==> config.mk <==
export PLATFORM = sky130hd
export DESIGN_NAME = instr_fetch
export DESIGN_NICKNAME = d
export VERILOG_FILES = /design/src/rtl/instr_fetch.sv
export SDC_FILE = /design/constraint.sdc
export NUM_CORES = 1
export LEC_CHECK = 0
export CAP_MARGIN = 20
export CORE_UTILIZATION = 45
export CTS_BUF_LIST = sky130_fd_sc_hd__clkbuf_16
export CTS_CLUSTER_SIZE = 16
export DETAILED_ROUTE_END_ITERATION = 10
export PLACE_DENSITY_LB_ADDON = 0.2
export RECOVER_POWER = 100
export SYNTH_ARGS = -nofsm -noshare
export SYNTH_HDL_FRONTEND = slang
export SYNTH_SLANG_ARGS = --single-unit
==> constraint.sdc <==
create_clock -name clk -period 5.6 [get_ports clk]
set_input_delay 0.84 -clock clk [delete_from_list [all_inputs] [get_ports clk]]
set_output_delay 0.84 -clock clk [all_outputs]
set_load 0.05 [all_outputs]
Fig. 1: placement by cell class
Drawn at 2 px/um.
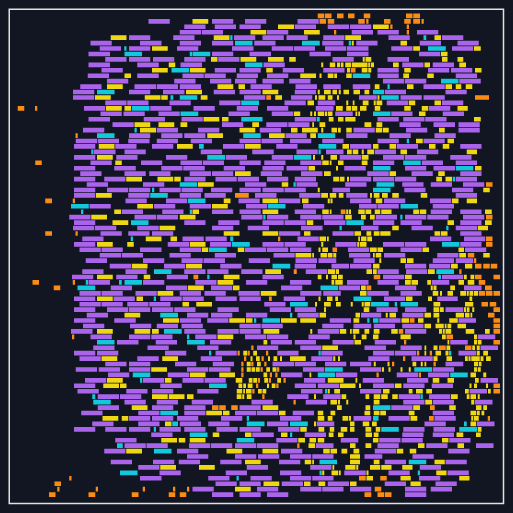
legend:
  purple:
    class: registers
    cells: 677
  orange:
    class: remaining buffers and delay cells
    cells: 131
  cyan:
    class: clock drivers and dummy loads
    cells: 126
  yellow:
    class: remaining logic cells
    cells: 608
# rows: 89
core area: 59,020 um2
Seq/total area: 66.21%
end-of-flow core utilization: 51.57%
final non-filler cell area: 30,430 um2

Fig. 2: cell sizes after repair
Drawn at 1.5 px/um.
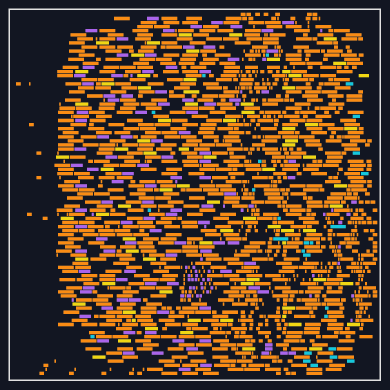
legend:
  cyan:
    size: x3 and x4
    cells: 26
    share: 1.7%
    most_used: mux2_4
  orange:
    size: x1 and smaller
    cells: 1,284
    share: 83%
    most_used: edfxtp_1
  purple:
    size: x2
    cells: 153
    share: 9.9%
    most_used: mux4_2
  yellow:
    size: x6 and larger
    cells: 79
    share: 5.1%
    most_used: clkbuf_16
Syn-to-layout area delta: 13.25%
smallest setup slack after layout: 1.397 ns
buffer count excluding the clock tree in the final layout: 131

Fig. 3: met3 routing
Drawn at 1 px/um.
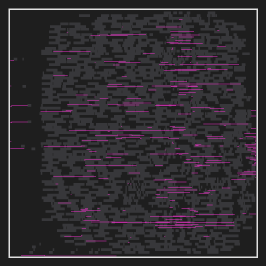
nets with wire on the layer: 123
share of all routed wire: 5.0%
main direction: horizontal
via total after detailed routing: 13,340
met3 routing resource usage after global routing: 3.388%

==> results.toml <==
# synthesis and place-and-route metrics
[detailed_routing]
total_routed_wire_length_on_the_met1_layer_um = 28720
routed.top_layer = "met4"

[final_layout]
flip_flop_count_of_the_largest_register_after_layout = 640
fin_nets = 1524
post_layout_nonfiller_instances = 2315

[floorplanning]
floorplan.die.width_um = 246.4

[status]
violations = "max-capacitance violations, max-slew violations"
status = "finished with violations"

[setup_path]
crit_buf_inv = 1
critPathKind = "reg2reg"
cp_slowest_cell = "clkbuf_2"
reg2reg_setup_slack_ns = 1.40

[logic_synthesis]
logic_family = "multiplexers"
synth_top_area_share_pct = 71.51
yosys.area_share.xor_xnor_pct = 0

[final_timing]
timing.final.max_slew_violations = 745

[job]
number_of_warning_messages_in_the_logs = 30
timing.max_cap.violations = 31

[placement]
place_inst = 2177

[clocking]
clkSinkCount = 677
-- report_power, final --
| group | leakage (nW) | switching [mW] | internal (mW) | total, mW |
|---|---|---|---|---|
| combinational | 2.04 | 1.08 | 0.641 | 1.73 |
| sequential | 6.24 | 0.175 | 5.71 | 5.88 |
| clock | 1.11 | 1.86 | 2.37 | 4.23 |
| total | 9.38 | 3.12 | 8.72 | 11.8 |
-- area by class of cell --
type | count | area [um2] | share of cell area (%)
Clock inverter | 54 | 275.3 | 0.9045
Multi-Input combinational cell | 603 | 6261 | 20.57
Tap cell | 773 | 967.2 | 3.178
Inverter | 5 | 18.77 | 0.06167
Timing Repair Buffer | 131 | 958.4 | 3.149
Clock buffer | 72 | 1802 | 5.920
Sequential cell | 677 | 20150 | 66.21
Power figures rest on the tool's default switching activity, not on a simulated workload.
